`src/rtl/i2c_frame_ctrl.sv`:
```
`default_nettype none
// ============================================================================
// Module      : i2c_frame_ctrl
// Description : Write-only I2C frame sequencer in front of a byte-level I2C
//               master. A client request is turned into START, an address
//               byte, REQ_LEN payload bytes pulled from the client stream,
//               and STOP. A single DONE pulse reports the outcome on ERR.
// Revision    : 1.0 - initial release
// ----------------------------------------------------------------------------
// Parameters
//   MAX_LEN         largest accepted payload length in bytes (1..15)
//   TIMEOUT_CYCLES  watchdog limit in clk cycles (used only with the macro)
// Optional feature
//   I2C_FRAME_TIMEOUT_EN  when defined, adds a per-state watchdog that ends a
//                         stuck frame with ERR=3
// Ports
//   clk, async_rst               clock, asynchronous active-high reset
//   req_valid/req_ready          frame request handshake
//   req_addr[6:0], req_len[3:0]  slave address and payload length
//   wr_data[7:0], wr_valid       payload byte stream from the client
//   wr_ready                     one-cycle pulse when a byte is consumed
//   done, err[1:0]               frame end pulse and status
//                                (0 ok, 1 addr NACK, 2 data NACK, 3 timeout)
//   m_start, m_addr, m_data,     controls toward the byte master
//   m_restart
//   m_busy, m_running,           status from the byte master
//   m_addr_sent
// ============================================================================
module i2c_frame_ctrl #(
  parameter int MAX_LEN        = 15,
  parameter int TIMEOUT_CYCLES = 4096
) (
  input  logic       clk,
  input  logic       async_rst,
  input  logic       req_valid,
  output logic       req_ready,
  input  logic [6:0] req_addr,
  input  logic [3:0] req_len,
  input  logic [7:0] wr_data,
  input  logic       wr_valid,
  output logic       wr_ready,
  output logic       done,
  output logic [1:0] err,
  output logic       m_start,
  output logic [7:0] m_addr,
  output logic [7:0] m_data,
  output logic       m_restart,
  input  logic       m_busy,
  input  logic       m_running,
  input  logic       m_addr_sent
);

  typedef enum logic [2:0] {
    S_IDLE  = 3'd0,
    S_START = 3'd1,
    S_ADDR  = 3'd2,
    S_LOAD  = 3'd3,
    S_BYTE  = 3'd4,
    S_STOP  = 3'd5,
    S_FIN   = 3'd6
  } state_t;

  localparam logic [3:0] MAX_LEN_C = 4'(MAX_LEN);

  localparam logic [1:0] ERR_OK      = 2'd0;
  localparam logic [1:0] ERR_ANACK   = 2'd1;
  localparam logic [1:0] ERR_DNACK   = 2'd2;
  localparam logic [1:0] ERR_TIMEOUT = 2'd3;

  state_t     state_q, state_d;
  logic [7:0] m_addr_q, m_addr_d;
  logic [7:0] m_data_q, m_data_d;
  logic [3:0] remaining_q, remaining_d;
  logic [1:0] err_q, err_d;
  logic       busy_seen_q, busy_seen_d;

  // Master status is registered once before use. This keeps the master's
  // output timing out of our next-state logic and gives the two-cycle
  // M_RUNNING-low to DONE latency.
  logic       busy_s_q, running_s_q, sent_s_q;

  logic       timeout_hit;

  // --------------------------------------------------------------------------
  // Optional watchdog
  // --------------------------------------------------------------------------
`ifdef I2C_FRAME_TIMEOUT_EN
  localparam int TO_W = $clog2(TIMEOUT_CYCLES + 1);

  logic [TO_W-1:0] to_cnt_q, to_cnt_d;

  // IDLE and LOAD are client-paced, so they never time out. STOP is not
  // watched either: after a timeout the frame only waits for the master.
  assign timeout_hit = (to_cnt_q == TO_W'(TIMEOUT_CYCLES - 1)) &&
                       ((state_q == S_START) || (state_q == S_ADDR) ||
                        (state_q == S_BYTE));

  always_comb begin
    to_cnt_d = to_cnt_q;
    if ((state_d != state_q) || (state_q == S_IDLE) || (state_q == S_LOAD)) begin
      to_cnt_d = '0;
    end else if (to_cnt_q != TO_W'(TIMEOUT_CYCLES)) begin
      to_cnt_d = to_cnt_q + TO_W'(1);
    end
  end

  always_ff @(posedge clk or posedge async_rst) begin
    if (async_rst) begin
      to_cnt_q <= '0;
    end else begin
      to_cnt_q <= to_cnt_d;
    end
  end
`else
  logic unused_timeout_cfg;

  assign timeout_hit        = 1'b0;
  assign unused_timeout_cfg = (TIMEOUT_CYCLES != 0);
`endif

  // --------------------------------------------------------------------------
  // Next-state logic
  // --------------------------------------------------------------------------
  always_comb begin
    state_d     = state_q;
    m_addr_d    = m_addr_q;
    m_data_d    = m_data_q;
    remaining_d = remaining_q;
    err_d       = err_q;
    busy_seen_d = busy_seen_q;

    case (state_q)
      S_IDLE: begin
        if (req_valid) begin
          err_d = ERR_OK;
          if ((req_len == 4'd0) || (req_len > MAX_LEN_C)) begin
            // Unusable length: report without touching the bus.
            err_d   = ERR_DNACK;
            state_d = S_FIN;
          end else begin
            m_addr_d    = {req_addr, 1'b0};
            remaining_d = req_len;
            state_d     = S_START;
          end
        end
      end

      S_START: begin
        if (timeout_hit) begin
          err_d   = ERR_TIMEOUT;
          state_d = S_STOP;
        end else if (running_s_q) begin
          state_d = S_ADDR;
        end
      end

      S_ADDR: begin
        if (timeout_hit) begin
          err_d   = ERR_TIMEOUT;
          state_d = S_STOP;
        end else if (!running_s_q) begin
          // The master gave up; before the address was acknowledged this is
          // an address NACK, otherwise it can only be a data-side abort.
          err_d   = sent_s_q ? ERR_DNACK : ERR_ANACK;
          state_d = S_FIN;
        end else if (sent_s_q && !busy_s_q) begin
          state_d = S_LOAD;
        end
      end

      S_LOAD: begin
        // SCL stays low here for as long as the client withholds data.
        if (wr_valid) begin
          m_data_d    = wr_data;
          remaining_d = remaining_q - 4'd1;
          busy_seen_d = 1'b0;
          state_d     = S_BYTE;
        end
      end

      S_BYTE: begin
        if (timeout_hit) begin
          err_d   = ERR_TIMEOUT;
          state_d = S_STOP;
        end else if (!running_s_q) begin
          err_d   = ERR_DNACK;
          state_d = S_FIN;
        end else if (!busy_seen_q) begin
          if (busy_s_q) begin
            busy_seen_d = 1'b1;
          end
        end else if (!busy_s_q) begin
          busy_seen_d = 1'b0;
          state_d     = (remaining_q != 4'd0) ? S_LOAD : S_STOP;
        end
      end

      S_STOP: begin
        if (!running_s_q) begin
          state_d = S_FIN;
        end
      end

      S_FIN: begin
        state_d = S_IDLE;
      end

      default: begin
        state_d = S_IDLE;
      end
    endcase
  end

  // --------------------------------------------------------------------------
  // State registers
  // --------------------------------------------------------------------------
  always_ff @(posedge clk or posedge async_rst) begin
    if (async_rst) begin
      state_q     <= S_IDLE;
      m_addr_q    <= 8'd0;
      m_data_q    <= 8'd0;
      remaining_q <= 4'd0;
      err_q       <= 2'd0;
      busy_seen_q <= 1'b0;
      busy_s_q    <= 1'b0;
      running_s_q <= 1'b0;
      sent_s_q    <= 1'b0;
    end else begin
      state_q     <= state_d;
      m_addr_q    <= m_addr_d;
      m_data_q    <= m_data_d;
      remaining_q <= remaining_d;
      err_q       <= err_d;
      busy_seen_q <= busy_seen_d;
      busy_s_q    <= m_busy;
      running_s_q <= m_running;
      sent_s_q    <= m_addr_sent;
    end
  end

  // --------------------------------------------------------------------------
  // Outputs (decoded from state so reset takes effect without a clock)
  // --------------------------------------------------------------------------
  assign req_ready = (state_q == S_IDLE);
  assign wr_ready  = (state_q == S_LOAD) && wr_valid;
  assign done      = (state_q == S_FIN);
  assign err       = done ? err_q : 2'd0;
  assign m_start   = (state_q == S_START) || (state_q == S_ADDR) ||
                     (state_q == S_LOAD)  || (state_q == S_BYTE);
  assign m_addr    = m_addr_q;
  // The master samples the data byte in the consuming cycle, so the new
  // byte is passed straight through while WR_READY is high.
  assign m_data    = wr_ready ? wr_data : m_data_q;
  assign m_restart = 1'b0;

endmodule
`default_nettype wire
```
`config.mk`:
```
export PLATFORM = sky130hd
export DESIGN_NAME = i2c_frame_ctrl
export DESIGN_NICKNAME = d
export VERILOG_FILES = /design/src/rtl/i2c_frame_ctrl.sv
export SDC_FILE = /design/constraint.sdc
export NUM_CORES = 1
export LEC_CHECK = 0
export CAP_MARGIN = 20
export CORE_UTILIZATION = 45
export CTS_CLUSTER_DIAMETER = 120
export DETAILED_ROUTE_END_ITERATION = 10
export PLACE_DENSITY_LB_ADDON = 0.1
export REMOVE_ABC_BUFFERS = 1
export SETUP_SLACK_MARGIN = 0.2
export SLEW_MARGIN = 10
export SYNTH_ARGS = -nofsm -noshare
export SYNTH_HDL_FRONTEND = slang
export SYNTH_SLANG_ARGS = --single-unit
```
`constraint.sdc`:
```
create_clock -name clk -period 1.9 [get_ports clk]
set_clock_uncertainty 0.05 [all_clocks]
set_input_delay 0.19 -clock clk [delete_from_list [all_inputs] [get_ports clk]]
set_output_delay 0.19 -clock clk [all_outputs]
set_load 0.02 [all_outputs]
```
**Run 1: the metal 1 layer**

Bar = 20 um. Cells faint in the background.
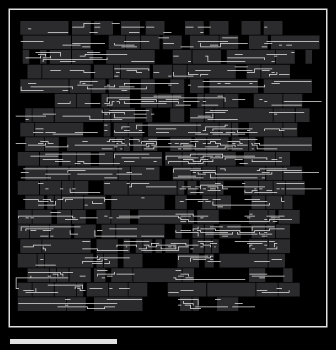
longest straight run: 18.4 um
main direction: horizontal
share of all routed wire: 39%
nets with wire on the layer: 214
wire length on this layer: 1,460 um
met1 demand-to-capacity share in global routing: 24.1%
Total Wirelength: 3780 um
via count: 1,318

**Run 1: M2 wires**

Cells faint in the background.
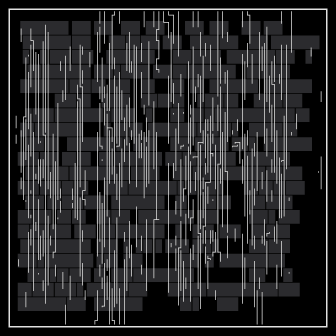
nets with wire on the layer: 224
wire length on this layer: 2,120 um
GR met2 Demand/Resource: 43.8%

**Run 1: signal wires on met3**

Bar = 20 um. Cells faint in the background.
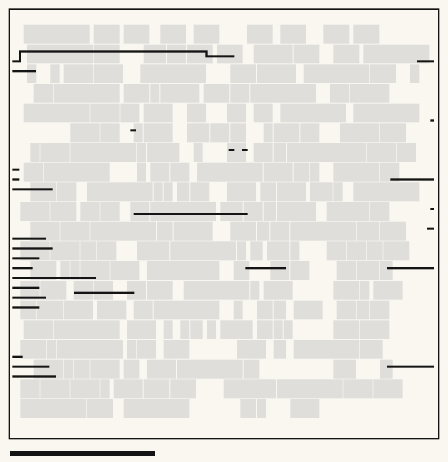
longest straight run: 25.8 um
nets with wire on the layer: 25
wire length on this layer: 143 um
share of all routed wire: 3.8%
main direction: horizontal

==> summary.txt, run 1 <==
Entry: Yosys synthesis followed by OpenROAD place and route.

Critical path:
- The run gives the register-to-register path setup slack as 0.14 ns.
- The run gives the critical path startpoint as state_q[0].
- The run gives the critical path capture point type as an output port.
- The run puts the maximum fanout encountered on the critical timing path at 5.
- Data on the critical path is required at its endpoint by 1.66 ns.
- The run puts the data arrival time at the worst-slack endpoint at 1.53 ns.
- The run gives the source of the worst register-to-register timing path as state_q[0].
- Looking at the setup timing report, the critical path kind is reg -> out.
- The run gives the type of element launching the critical path as a flip-flop.

Timing:
- OpenROAD reports that the post-layout worst path occupies 93.0% of the period.
- The run puts the sum of negative setup slack at 0 ns.
- The worst path needs 1.77 ns of the cycle, external delays included.
- Setup repair after global routing could not meet its margin everywhere.
- The run puts the max-slew violation total from the final report at 0.
- The highest clock rate this design can be run at is 566 MHz.
- The run gives the hold violation total from the final report as 0.
- The run puts the final tally of setup violations at 0.

Place:
- The run puts the placer's final routability congestion estimate at 0.793.
- Buffers placed on the I/O ports in this run total 46.
- The run puts the placed instance count at 240.
- The run puts the final HPWL from detailed placement at 2450 um.
- The placed instances occupy a cell area of 2040 um^2.

Floorplanning:
- At the floorplan stage, the core utilization is reported as 47.7%.
- Per the OpenROAD floorplan log, the area of the die is 3490 um^2.
- The core region is 3080 um^2.
- The run gives the x dimension of the die as 59.1 um.
- The floorplan report gives the top-level pin count as 49.
- The floorplan has 20 rows.
- The run gives the die extent in y as 59.1 um.

Clock network:
- The run puts the number of CTS-inserted buffers at 3.
- The run puts the count of H-tree levels built during CTS at 1.
- The run gives the buffer cell driving the clock tree root as clkbuf_4.
- The run gives the number of buffers between clock root and the deepest sink as 2.
- The run gives the clock transition time at the flip-flop clock pins of the worst setup and hold paths as 0.16 ns.
- The run gives the number of sinks on the clock net as 28.
- The run gives the hold buffer count at cts as 0.
- The run gives the TritonCTS clock tree as done.
- The later pin in the worst-skew pair is clocked with a latency of 0.34 ns.

Power and ir drop:
- The design draws 3.83 mW.
- The power report puts the leakage power at 1.12 nW.
- In this run the VDD rail shows a maximum IR drop of 922 uV.
- The run puts the power per unit of standard cell area at 1590 nW/um^2.

Synthesis:
- The run puts the mean cell area of the mapped netlist at 10.3 um^2.
- The commonest cells after synthesis are nand2_1, dfrtp_1, inv_1.
- Yosys instantiated no cell more often than nand2_1.
- Of all cell types, the one taking the most synthesized area is dfrtp_1.
- By area the synthesized netlist is led by dfrtp_1, nand2_1, mux2_4.
- The run puts the cell count listed in synth_stat.txt at 143.
- The run puts the area of the mapped netlist at 1470 um^2.
- The run gives the post-synthesis async set-or-reset flop share as 100%.
- The run puts the area share of the leading cell type in the synthesized netlist at 47.7%.
- The stat command in Yosys gives a chip area of 1470 um^2.
- After synthesis, flip-flops and latches occupy 47.7% of the total area.
- The most used flip-flop cell after synthesis is dfrtp_1.
- The post-synth count of flops with an enable pin is 0.
- The run puts the flip-flop and latch count after synthesis at 28.
- The run puts the total of warnings raised by yosys at 0.
- The run puts the count of cell types in the netlist at 41.
- The run puts the number of cells produced by synthesis at 143.

Layout:
- The run puts the share of post-route cells with drive strength above 1 at 43.6%.
- From synthesis to final layout, the design area changed by 64.3%.
- The run puts the number of non-filler instances in the completed layout at 264.
- The run puts the final standard cell utilization of the core at 78.3%.
- The run puts the final-stage net count at 248.
- The layout stage reports a final design area of 2410 um^2.
- The run puts the diode insertion count for antenna repair at 0.

Flow run:
- The run puts the max-cap violation count at 0.
- The number of warnings reported in the stage logs is 27.

Global route:
- Global routing used 22.1% of the available tracks across all layers.
- The run gives the initial antenna violation count as 0.
- The run gives the overflow left after global routing as 0.
- The number of global-route vias before repair is 1,310.
- The run gives the global-route wire length before repair as 5700 um.
- The run puts the largest net degree at the start of global routing at 21.

Run status:
- The flow ran to the end, and the final reports show no timing, DRC or antenna violations.

Drt:
- Once detail routing completed, the nets flagged for antenna violations numbered 0.
- The run gives the number of iterations in the first detailed-routing pass as 4.
- The run puts the number of remaining DRC errors at 0.
- The run gives the number of vias per cell after detailed routing as 4.99.
- The run gives the number of DRC markers after the initial detailed-route iteration as 28.
- In the final routed layout, each cell accounts on average for 14.3 um.

Hold path:
- The path class of the tightest hold or removal check is in -> async.
-- run 1: power breakdown --
| group | total (mW) | switching (mW) | internal, mW | leakage (nW) |
|---|---|---|---|---|
| logic | 2.39 | 1.10 | 1.28 | 0.747 |
| clock network | 0.402 | 0.188 | 0.214 | 0.0279 |
| registers | 1.04 | 0.193 | 0.849 | 0.341 |
-- run 1: layer usage --
metal  vias to the layer above  GRT usage [%]  wire length (um)
li1                        647              -                 -
met1                       636           24.1              1460
met2                        28           43.8              2120
met3                         7           4.59               142
met4                         0           4.08                51
met5                         -              0                 0
-- run 1: placed cells by master, fill, tap and decap left out, types with 2 or more instances in the layout --
cell	count
a21oi_1	3
a22oi_1	2
and2_4	2
buf_2	2
buf_4	32
buf_6	13
clkbuf_4	3
clkdlybuf4s50_1	32
conb_1	2
dfrtp_1	28
inv_1	8
mux2_2	4
mux2_4	5
mux2i_1	3
nand2_1	15
nand2_2	4
nand2_4	12
nand2b_1	3
nand3_1	2
nor2_1	6
o211ai_1	2
o21ai_0	4
o221a_2	2
o2bb2ai_1	2
-- run 1: layout make-up --
class	instances	area, um^2
clock buffer	3	22.5
clock inverter	1	30.0
fill	205	667
inverter	9	36.3
multi-input combinational	97	800
sequential	28	701
tap	44	55.1
timing repair buffer	81	759
timing repair inverter	1	7.51
-- run 1: logic make-up after synthesis --
logic type / after synthesis / share of synthesized area, %
flops: 28 / 47.7
xor+xnor: 1 / 0.597
compound gates: 24 / 13.2
buf+inv: 19 / 7.16
fa+ha+maj: 1 / 0.852
mux: 12 / 10.2
other cells: 1 / 0.256
simple gates: 57 / 19.9
-- run 1: state kept, by name, summed over array words and instances, names as in the netlist --
name,cells
running_s_q,1
busy_s_q,1
sent_s_q,1
m_data_q,8
remaining_q,4
state_q,3
m_addr,7
err_q,2
busy_seen_q,1
-- run 1: worst max-delay path: stages, from the launching register on --
cell	delay (ns)
dfrtp_1	0.45
nand4b_1	0.13
buf_6	0.16
clkinvlp_4	0.14
buf_4	0.15
buf_4	0.15
-- run 1: worst paths after layout --
check,cells after the start,endpoint
max,5,wr_ready
min,2,m_data_q[0]
max reg2reg,6,state_q[2]
min reg2reg,2,m_data_q[3]
max in group asynchronous,3,state_q[2]
min in group clk,1,busy_s_q
-- run 1: what timing repair did --
item	CTS	global route
endpoints found under the setup margin	17	20
gates cloned	2	0
resized	97	27
setup buffers	9	9
pin swaps	14	11
-- run 1: through the flow --
stage	setup slack [ns]	hold slack (ns)
final	0.133	0.0502
after detailed placement	-0.236	0.411
after CTS	0.127	0.0279
after global routing	0.0353	0.0904
after floorplan	-0.0746	0.171
after global placement	-0.217	0.404
## Run 2: what changed since run 1
CORE_UTILIZATION = 41   (was 45)
GPL_TIMING_DRIVEN = 0   (was unset)
clock period = 1.5 ns   (was 1.9 ns; I/O delays follow)
**Run 2: the metal 1 layer**

Bar = 20 um. Cells faint in the background.
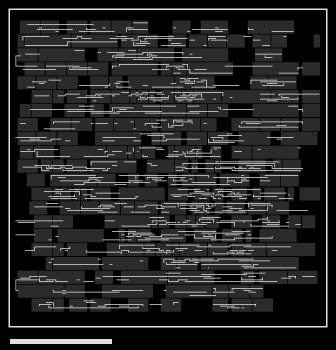
nets with wire on the layer: 218
main direction: horizontal
met1 demand-to-capacity share in global routing: 27.7%
Total Wirelength: 4370 um
via count: 1,428

==> summary.txt, run 2 <==
Entry: Yosys synthesis followed by OpenROAD place and route.

Drt:
- The run puts the routed length per instance at 16.0 um (+12%).
- The run gives the number of antenna-violating nets in the routed design as 0 (unchanged).
- The run gives the number of remaining DRC errors as 0 (unchanged).
- The number of DRC markers after the initial detailed-route iteration came to 44 (+57%).
- The run gives the number of iterations in the first detailed-routing pass as 4 (unchanged).
- The number of vias per cell after detailed routing is 5.21 (+4.4%).

Synthesis:
- The run gives the cell type with the largest total area after synthesis as dfrtp_1.
- The share of the yosys chip area belonging to registers is 47.7% (unchanged).
- The run gives the number of cells produced by synthesis as 143 (unchanged).
- nand2_1 is the most common cell in the netlist.
- The run gives the count of cell types in the netlist as 41 (unchanged).
- The run puts the flip-flop and latch count after synthesis at 28 (unchanged).
- The run puts the count of flip-flops with a built-in enable after synthesis at 0 (unchanged).
- The run gives the chip area from the yosys synthesis statistics as 1470 um^2 (unchanged).
- The run puts the area of the mapped netlist at 1470 um^2 (unchanged).
- Sorting the synthesized cells by area gives the leading types as dfrtp_1, nand2_1, mux2_4.
- The run puts the cell count listed in synth_stat.txt at 143 (unchanged).
- The post-synthesis async set-or-reset flop share was 100% (unchanged).
- The run puts the area share of the leading cell type in the synthesized netlist at 47.7% (unchanged).
- For reference, the top cells by count after synthesis are nand2_1, dfrtp_1, inv_1.
- The total of warnings raised by yosys was 0 (unchanged).
- The commonest register cell is dfrtp_1.
- The run puts the mean cell area of the mapped netlist at 10.3 um^2 (unchanged).

Global route:
- The number of global-route vias before repair is 1,459 (+11%).
- The initial antenna violation count was 0 (unchanged).
- The largest net degree at the start of global routing is 29 (+38%).
- The run puts the total global-route track usage at 23.9% (+1.8 points).
- The run puts the overflow left after global routing at 0 (unchanged).
- The run gives the global-route wire length before repair as 6560 um (+15%).

Clock network:
- The run gives the hold buffer count at cts as 0 (unchanged).
- The number of CTS-inserted buffers is 3 (unchanged).
- The run gives the source-to-sink clock delay at the later pin of the worst-skew pair as 0.34 ns (about the same).
- Looking at the clock tree report, the root buffer type is clkbuf_4.
- The run puts the number of sinks on the clock net at 28 (unchanged).
- The run gives the TritonCTS clock tree as done.
- The run puts the count of H-tree levels built during CTS at 1 (unchanged).
- The run puts the number of buffers between clock root and the deepest sink at 2 (unchanged).
- The run gives the clock transition time at the flip-flop clock pins of the worst setup and hold paths as 0.14 ns (-0.02 ns).

Floorplanning:
- The pre-placement core utilization was 43.3% (-4.4 points).
- The die extent in y is 61.8 um (+4.6%).
- The run gives the core area as 3390 um^2 (+10%).
- The run gives the number of placement rows as 21 (+5.0%).
- The run puts the chip area at 3820 um^2 (+9.4%).
- The run gives the count of boundary I/O pins as 49 (unchanged).
- The run puts the x dimension of the die at 61.8 um (+4.6%).

Timing:
- The run puts the fmax at 560 MHz.
- The run gives the post-layout minimum cycle time as 1.79 ns.
- The run puts the final period utilization at 119%.
- The run puts the hold violation total from the final report at 0 (unchanged).
- Setup repair after global routing could not meet its margin everywhere.
- The run puts the worst-case setup margin in the final layout at -0.286 ns (-0.418 ns).
- The final hold slack came to 0.0787 ns (+0.0285 ns).
- The run gives the measured slew at the worst slew-check pin as 0.654 ns.
- The worst pin sits at a relative slew slack of 56.0%.
- The run gives the final tally of setup violations as 33 (+33).
- The run puts the max-slew violation total from the final report at 0 (unchanged).

Power and ir drop:
- The run puts the power per unit of standard cell area at 2040 nW/um^2 (+28%).
- The run puts the static leakage at 1.24 nW (+11%).
- The worst vdd rail ir drop was 1170 uV (+27%).

Layout:
- The run puts the combinational cell area excluding buffers and inverters at 910 um^2 (+14%).
- The final standard cell utilization of the core is 80.3% (+2.0 points).
- The run gives the most common library cell in the layout ignoring fill and taps as buf_6.
- The flip-flop count of the largest register after layout is 8 (unchanged).
- The number of fill cells in the layout came to 200 (-2.4%).
- m_data_q holds more flip-flops than any other register.
- Per the cell usage report, the commonest logic cells after layout are buf_6, dfrtp_1, clkdlybuf4s50_1.
- The final-stage net count is 256 (+3.2%).
- The run puts the diode insertion count for antenna repair at 0 (unchanged).
- The run puts the post-route standard cell area excluding fillers at 2720 um^2 (+13%).
- The run gives the area added between synthesis and finish as 85.4%.
- The run gives the combined flip-flop and latch cell area as 704 um^2 (+0.54%).
- The run puts the share of post-route cells with drive strength above 1 at 52.6% (+9.0 points).

Place:
- The run puts the standard cell area after detailed placement at 1920 um^2 (-5.8%).
- The number of buffer cells added on primary ports was 46 (unchanged).
- The placer's final routability congestion estimate came to 0.807 (+1.7%).
- The worst slack at placement came to -1.30 ns (-1.06 ns).

Critical path:
- The run gives the maximum fanout encountered on the critical timing path as 5 (unchanged).
- The data arrival time at the worst-slack endpoint came to 1.59 ns (+0.06 ns).
- The run puts the data required time at the worst endpoint at 1.30 ns (-0.36 ns).
- For the worst reg-to-reg path, the startpoint reported by OpenROAD is state_q[0].
- The worst setup path is of the reg -> out kind.
- STA classifies the critical path endpoint as an output port.
- The run gives the critical path startpoint as state_q[2].
- The run gives the type of element launching the critical path as a flip-flop.

Flow run:
- The tool warning count came to 27 (unchanged).
- The run puts the max-cap violation count at 0 (unchanged).

Hold path:
- The run gives the type of the most critical hold path as in -> async.

Run status:
- The checks that failed: setup timing.
- The flow ran to the end, but the final reports show violations.
==> run 2: cell counts after synthesis <==
No cell type changed its count.
==> run 2: path summary, 6_finish.rpt <==
kind	end	slack, ns	cells after the start
setup reg to reg	state_q[1]	-0.25	5
setup / recovery	m_data[7]	-0.29	6
hold reg to reg	m_addr[5]	0.48	1
max in group asynchronous	state_q[1]	0.88	3
min in group clk	busy_s_q	0.19	1
hold / removal	running_s_q	0.08	2
==> run 2: final cells by class <==
cell class | count | area share (%)
Timing Repair Buffer | 89 | 35.6
Multi-Input combinational cell | 97 | 33.4
Sequential cell | 28 | 25.9
Tap cell | 46 | 2.11
Clock buffer | 4 | 1.33
Inverter | 9 | 1.33
Timing Repair inverter | 1 | 0.276
==> run 2: metal layers <==
layer	vias to the layer above	wire length, um	global-route usage (%)	share of wire, %
met4	0	76	8.57	1.7
li1	662	-	-	-
met3	11	181	3.93	4.1
met1	713	1730	27.7	39
met2	42	2390	44.2	55
met5	-	0	0	0
==> run 2: kinds of logic (layout without fill, tap and decap cells) <==
kind of cell	after synthesis	count (layout)	synth area share, %
simple gates	57	57	19.9
fa+ha+maj	1	1	0.852
mux	12	12	10.2
xor+xnor	1	1	0.597
other cells	1	2	0.256
compound gates	24	24	13.2
flops	28	28	47.7
buf+inv	19	103	7.16
==> run 2: critical path, cell delays in order, from the launching register on <==
cell      delay, ns
dfrtp_2        0.44
nand4b_1       0.22
buf_6          0.18
inv_4          0.09
nand2_1        0.11
nand2_4        0.10
buf_6          0.11
==> run 2: metrics by stage <==
| stage | setup TNS (ns) | std cells | total power [mW] |
|---|---|---|---|
| after floorplan | -9.62 | 134 | 2.67 |
| after global placement | -25.10 | 226 | 3.43 |
| after detailed placement | -26.21 | 226 | 3.48 |
| after CTS | -5.47 | 271 | 5.22 |
| after global routing | -8.06 | 274 | 5.86 |
| final | -6.19 | 274 | 5.55 |
==> run 2: repair_timing <==
action,CTS,global route
gates cloned,2,0
pin swaps,26,8
buffers inserted,39,2
endpoints found under the setup margin,46,42
endpoints found under the hold margin,0,0
resized,159,32
==> run 2: where the power goes <==
| part | switching (mW) | internal [mW] | total [mW] |
|---|---|---|---|
| Combinational | 1.64 | 2.16 | 3.80 |
| Clock | 0.227 | 0.149 | 0.376 |
| Sequential | 0.282 | 1.08 | 1.36 |
Power figures rest on the tool's default switching activity, not on a simulated workload.
